File: src/rtl/mem_stage.sv
// mem_stage: pipeline memory-access stage with req/ack data port, stall, exceptions and MEM/WB register
// Ports: clk/reset (async, active-high); control_in/alu_in/sw_in/regdst_in/vector_ex_in/pc_in from EX/MEM;
// mem_flush discards the completing instruction; dmem_* is the data-memory req/ack port;
// stall_out holds upstream stages; *_out/wb_data_out form the MEM/WB register.
module mem_stage #(
    parameter int TIMEOUT = 16
) (
    input  logic        clk,
    input  logic        reset,
    input  logic [7:0]  control_in,
    input  logic [31:0] alu_in,
    input  logic [31:0] sw_in,
    input  logic [4:0]  regdst_in,
    input  logic [4:0]  vector_ex_in,
    input  logic [31:0] pc_in,
    input  logic        mem_flush,
    input  logic        dmem_ack,
    input  logic [31:0] dmem_rdata,
    output logic        stall_out,
    output logic        dmem_req,
    output logic        dmem_we,
    output logic [31:0] dmem_addr,
    output logic [31:0] dmem_wdata,
    output logic [3:0]  dmem_be,
    output logic [31:0] wb_data_out,
    output logic [7:0]  control_out,
    output logic [4:0]  regdst_out,
    output logic [4:0]  vector_mem_out,
    output logic [31:0] pc_out
);
    typedef enum logic {IDLE, WAIT} state_t;
    state_t      state_q, state_d;
    logic [7:0]  cnt_q, cnt_d;
    logic        flush_q, flush_d, req_q, req_d, we_q, we_d;
    logic [31:0] addr_q, addr_d, wdata_q, wdata_d;
    logic [3:0]  be_q, be_d;
    logic [31:0] wb_q, wb_d, pc_q, pc_d;
    logic [7:0]  ctrl_q, ctrl_d;
    logic [4:0]  rd_q, rd_d, vec_q, vec_d;

    logic        is_byte, is_half, sx, aligned, access, mem_op, timeout, take, bub, flush_now;
    logic [3:0]  lane_be;
    logic [31:0] lane_wd, shifted, load_v, wb_n;
    logic [7:0]  byte_v, ctrl_n;
    logic [15:0] half_v;
    logic [4:0]  vec_n;

    assign is_byte = control_in[4:3] == 2'b00;
    assign is_half = control_in[4:3] == 2'b01;
    assign sx      = control_in[5];
    assign aligned = is_byte | (is_half & ~alu_in[0]) | (~is_byte & ~is_half & alu_in[1:0] == 2'b00);
    assign access  = ~control_in[0] & (control_in[1] | control_in[2]);
    assign mem_op  = access & vector_ex_in == 5'd0 & aligned;
    assign lane_be = is_byte ? 4'b0001 << alu_in[1:0] : is_half ? (alu_in[1] ? 4'b1100 : 4'b0011) : 4'b1111;
    assign lane_wd = is_byte ? {4{sw_in[7:0]}} : is_half ? {2{sw_in[15:0]}} : sw_in;
    assign shifted = dmem_rdata >> {alu_in[1:0], 3'b000};
    assign byte_v  = shifted[7:0];
    assign half_v  = alu_in[1] ? dmem_rdata[31:16] : dmem_rdata[15:0];
    assign load_v  = is_byte ? {{24{sx & byte_v[7]}}, byte_v} :
                     is_half ? {{16{sx & half_v[15]}}, half_v} : dmem_rdata;
    // Only meaningful in WAIT: this is the last cycle the transfer may run without an ack.
    assign timeout   = cnt_q == 8'(TIMEOUT - 1);
    // A flush seen on any WAIT cycle turns the eventual result into a bubble.
    assign flush_now = mem_flush | (state_q == WAIT & flush_q);

    always_comb begin
        state_d   = state_q;
        cnt_d     = cnt_q;
        flush_d   = flush_q;
        req_d     = req_q;
        we_d      = we_q;
        addr_d    = addr_q;
        wdata_d   = wdata_q;
        be_d      = be_q;
        wb_d      = wb_q;
        ctrl_d    = ctrl_q;
        rd_d      = rd_q;
        vec_d     = vec_q;
        pc_d      = pc_q;
        stall_out = 1'b0;
        take      = 1'b0;
        bub       = 1'b0;
        vec_n     = 5'd0;
        ctrl_n    = control_in;
        wb_n      = alu_in;
        if (state_q == IDLE) begin
            stall_out = mem_op;
            if (mem_op) begin
                state_d = WAIT;
                cnt_d   = 8'd0;
                flush_d = 1'b0;
                req_d   = 1'b1;
                we_d    = control_in[2];
                addr_d  = {alu_in[31:2], 2'b00};
                wdata_d = lane_wd;
                be_d    = lane_be;
                bub     = 1'b1;
            end else begin
                take   = 1'b1;
                vec_n  = vector_ex_in != 5'd0 ? vector_ex_in : (access & ~aligned) ? (control_in[1] ? 5'd4 : 5'd5) : 5'd0;
                ctrl_n = vec_n != 5'd0 ? control_in & 8'hB9 : control_in;
            end
        end else begin
            cnt_d     = cnt_q + 8'd1;
            flush_d   = flush_q | mem_flush;
            stall_out = ~dmem_ack & ~timeout;
            if (dmem_ack | timeout) begin
                state_d = IDLE;
                req_d   = 1'b0;
                take    = 1'b1;
                vec_n   = dmem_ack ? 5'd0 : 5'd7;
                ctrl_n  = dmem_ack ? control_in : control_in & 8'hB9;
                wb_n    = (dmem_ack & control_in[1]) ? load_v : alu_in;
            end
        end
        if (bub | (take & flush_now)) begin
            wb_d   = 32'd0;
            ctrl_d = 8'h01;
            rd_d   = 5'd0;
            vec_d  = 5'd0;
            pc_d   = 32'd0;
        end else if (take) begin
            wb_d   = wb_n;
            ctrl_d = ctrl_n;
            rd_d   = regdst_in;
            vec_d  = vec_n;
            pc_d   = pc_in;
        end
        if (reset) stall_out = 1'b0;
    end

    always_ff @(posedge clk or posedge reset) begin
        if (reset) begin
            state_q <= IDLE;
            cnt_q   <= 8'd0;
            flush_q <= 1'b0;
            req_q   <= 1'b0;
            we_q    <= 1'b0;
            addr_q  <= 32'd0;
            wdata_q <= 32'd0;
            be_q    <= 4'd0;
            wb_q    <= 32'd0;
            ctrl_q  <= 8'h01;
            rd_q    <= 5'd0;
            vec_q   <= 5'd0;
            pc_q    <= 32'd0;
        end else begin
            state_q <= state_d;
            cnt_q   <= cnt_d;
            flush_q <= flush_d;
            req_q   <= req_d;
            we_q    <= we_d;
            addr_q  <= addr_d;
            wdata_q <= wdata_d;
            be_q    <= be_d;
            wb_q    <= wb_d;
            ctrl_q  <= ctrl_d;
            rd_q    <= rd_d;
            vec_q   <= vec_d;
            pc_q    <= pc_d;
        end
    end

    assign dmem_req       = req_q;
    assign dmem_we        = we_q;
    assign dmem_addr      = addr_q;
    assign dmem_wdata     = wdata_q;
    assign dmem_be        = be_q;
    assign wb_data_out    = wb_q;
    assign control_out    = ctrl_q;
    assign regdst_out     = rd_q;
    assign vector_mem_out = vec_q;
    assign pc_out         = pc_q;
endmodule

File: config.mk
export PLATFORM = sky130hd
export DESIGN_NAME = mem_stage
export DESIGN_NICKNAME = d
export VERILOG_FILES = /design/src/rtl/mem_stage.sv
export SDC_FILE = /design/constraint.sdc
export NUM_CORES = 1
export LEC_CHECK = 0
export CORE_ASPECT_RATIO = 1.25
export CORE_MARGIN = 5
export CORE_UTILIZATION = 46
export DETAILED_ROUTE_END_ITERATION = 6
export PLACE_DENSITY_LB_ADDON = 0.08
export RECOVER_POWER = 50
export SLEW_MARGIN = 20
export SYNTH_ARGS = -nofsm -noshare
export SYNTH_HDL_FRONTEND = slang
export SYNTH_SLANG_ARGS = --single-unit
File: constraint.sdc
create_clock -name clk -period 13.3 [get_ports clk]
set_input_delay 1.995 -clock clk [delete_from_list [all_inputs] [get_ports clk]]
set_output_delay 1.995 -clock clk [all_outputs]
set_load 0.1 [all_outputs]
==> run_results.csv <==
group,metric,value,unit
synthesis,synth_cells,740,
run_status,status,"finished, violations left",
sta,fin_crit_sh,0.549,
cells_and_area,fin_cells,1233,
synthesis,logic_family,"AND-OR/OR-AND gates",
clock_network,clock_latency,0.43,ns
place,dp_slack,5.96,ns
sta,slew_viol_final,247,
synthesis,synthAoiAreaFrac,0.187,
drt,detail-route-antenna-nets,0,
drt,wl_met3,2.09,mm
drt,wl_met1,9.61,mm
flow_run,max_cap_violations,3,
synthesis,synthXorXnorAreaFrac,0.00486,
run_status,failed_checks,"capacitance limit, slew limit",
global_routing,grt-ovfl-total,0,
sta,hold_ws,0.466,ns
place,postPlaceCellArea,0.0103,mm2
global_routing,met2_usage,0.428,
cells_and_area,drive_gt1_frac,0.0500,
place,placedCellCount,1200,
synthesis,ys_sh_simple,0.156,
pwr,ir_drop,0.0822,mV
setup_path,path_cells,"dlygate4sd3_1 > clkinvlp_2 > clkbuf_1",
drt,drc,0,
cells_and_area,seq_area,0.00401,mm2
cells_and_area,lay_top_count,"clkdlybuf4s50_1",
floorplanning,fp_util,0.465,
hold_path,hp-class,"flip-flop to flip-flop",
sta,setup_violations,0,
drt,wl_met2,11.7,mm
clock_network,cts_setup_buffers,0,
global_routing,grt_antenna_before_repair,0,
global_routing,grt_pass1_vias,6644,
sta,worst_pin_slew,4.97,ns
drt,drt_iter0_markers,457,
drt,highest_layer,"met4",
place,hpwl,17.6,mm
floorplanning,die_w,122,um
clock_network,cts_buffer_depth,2,
pwr,p_total,1.60,mW
global_routing,grt_max_degree,116,
==> flip-flops by register name, indices dropped and copies added, names as in the netlist <==
signal / cells
dmem_req: 1
control_out: 8
dmem_wdata: 32
state_q: 1
cnt_q: 8
dmem_we: 1
wb_data_out: 32
dmem_be: 4
dmem_addr: 30
pc_out: 32
regdst_out: 5
vector_mem_out: 5
flush_q: 1
==> path summary, 6_finish.rpt <==
kind / slack [ns] / to / cells after the start / startpoint
setup reg to reg: 8.19 / wb_data_out[16] / 6 / state_q
max in group clk: 6.01 / stall_out / 6 / control_in[3]
setup / recovery: 5.99 / cnt_q[6] / 3 / reset
hold / removal: 0.47 / dmem_addr[28] / 2 / dmem_addr[28]
hold reg to reg: 0.47 / dmem_addr[28] / 2 / dmem_addr[28]
min in group asynchronous: 3.57 / dmem_req / 2 / reset
==> tightest hold or removal path, stage by stage (launching register included) <==
cell and delay [ns]:
dfrtp_1 0.34, nand2_1 0.05, nand2_1 0.05
==> cell usage after synthesis (3+ instances only) <==
cell / n
a221oi_1: 3
a32oi_1: 4
a211o_1: 6
o21ai_0: 45
buf_2: 10
clkbuf_1: 36
inv_1: 8
a221o_1: 17
nand3_1: 4
a31oi_1: 12
nand2b_1: 4
nor2_1: 49
mux2i_1: 36
buf_1: 9
nor3_1: 5
a21oi_1: 43
nand2_1: 197
dfrtp_1: 159
a22o_1: 44
==> report_power, final <==
group	internal (mW)	switching [mW]	total, mW
clock	0.310	0.209	0.519
combinational	0.134	0.387	0.522
sequential	0.534	0.0286	0.563
total	0.978	0.625	1.60
==> area by class of cell <==
type,instances,share of cell area
diodes,1,0.000229
inverters,8,0.00286
repair buffers,306,0.278
flip-flops and latches,160,0.367
clock buffers,19,0.0415
well taps,212,0.0243
multi-input cells,514,0.270
clock inverters,13,0.0163
Figure 1. Signal metal coverage by tile.
Bar = 20 um. 24 x 30 tiles, from dark blue (low) to red (high), scaled to the fullest tile. Values are wire area over tile area, all layers added.
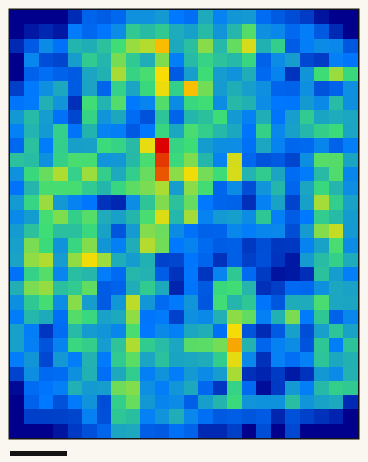
tiles over half the peak	15%
mean over tiles	0.22
fullest tile	0.65
nearly empty tiles	3.1%

Figure 2. Local utilization.
Bar = 20 um. 12 x 15 tiles, from dark blue (low) to red (high), 0 to 100% covered.
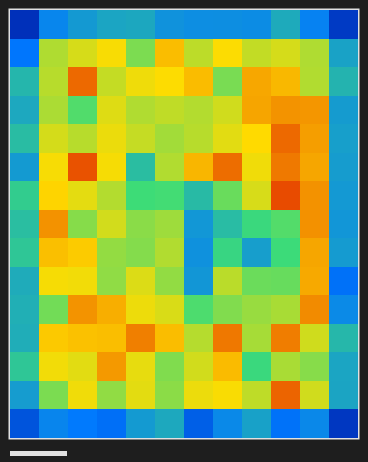
fullest tile	92%
tiles over 75% full	21%
mean over tiles	58%

Figure 3. Cells colored by class.
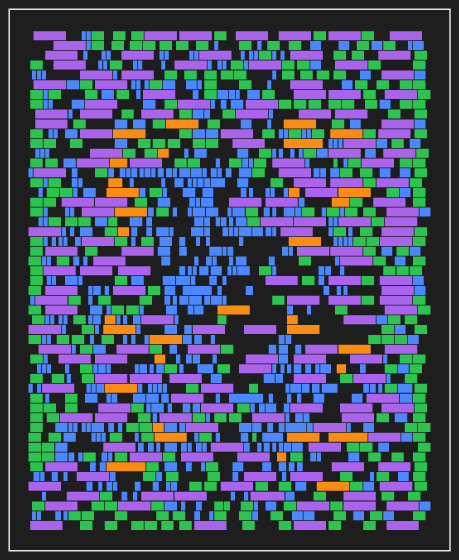
class	color	cells
all other logic	blue	522
other buffers and delay cells	green	306
clock drivers and dummy loads	orange	32
flip-flops	purple	160

Figure 4. Congestion heat map.
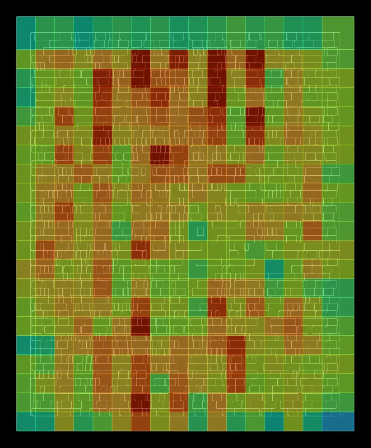
GR Util met1: 0.324
GR peak layer: met2
total global-route track usage: 0.262
fin util: 0.705

Power and IR drop assume default switching activity.
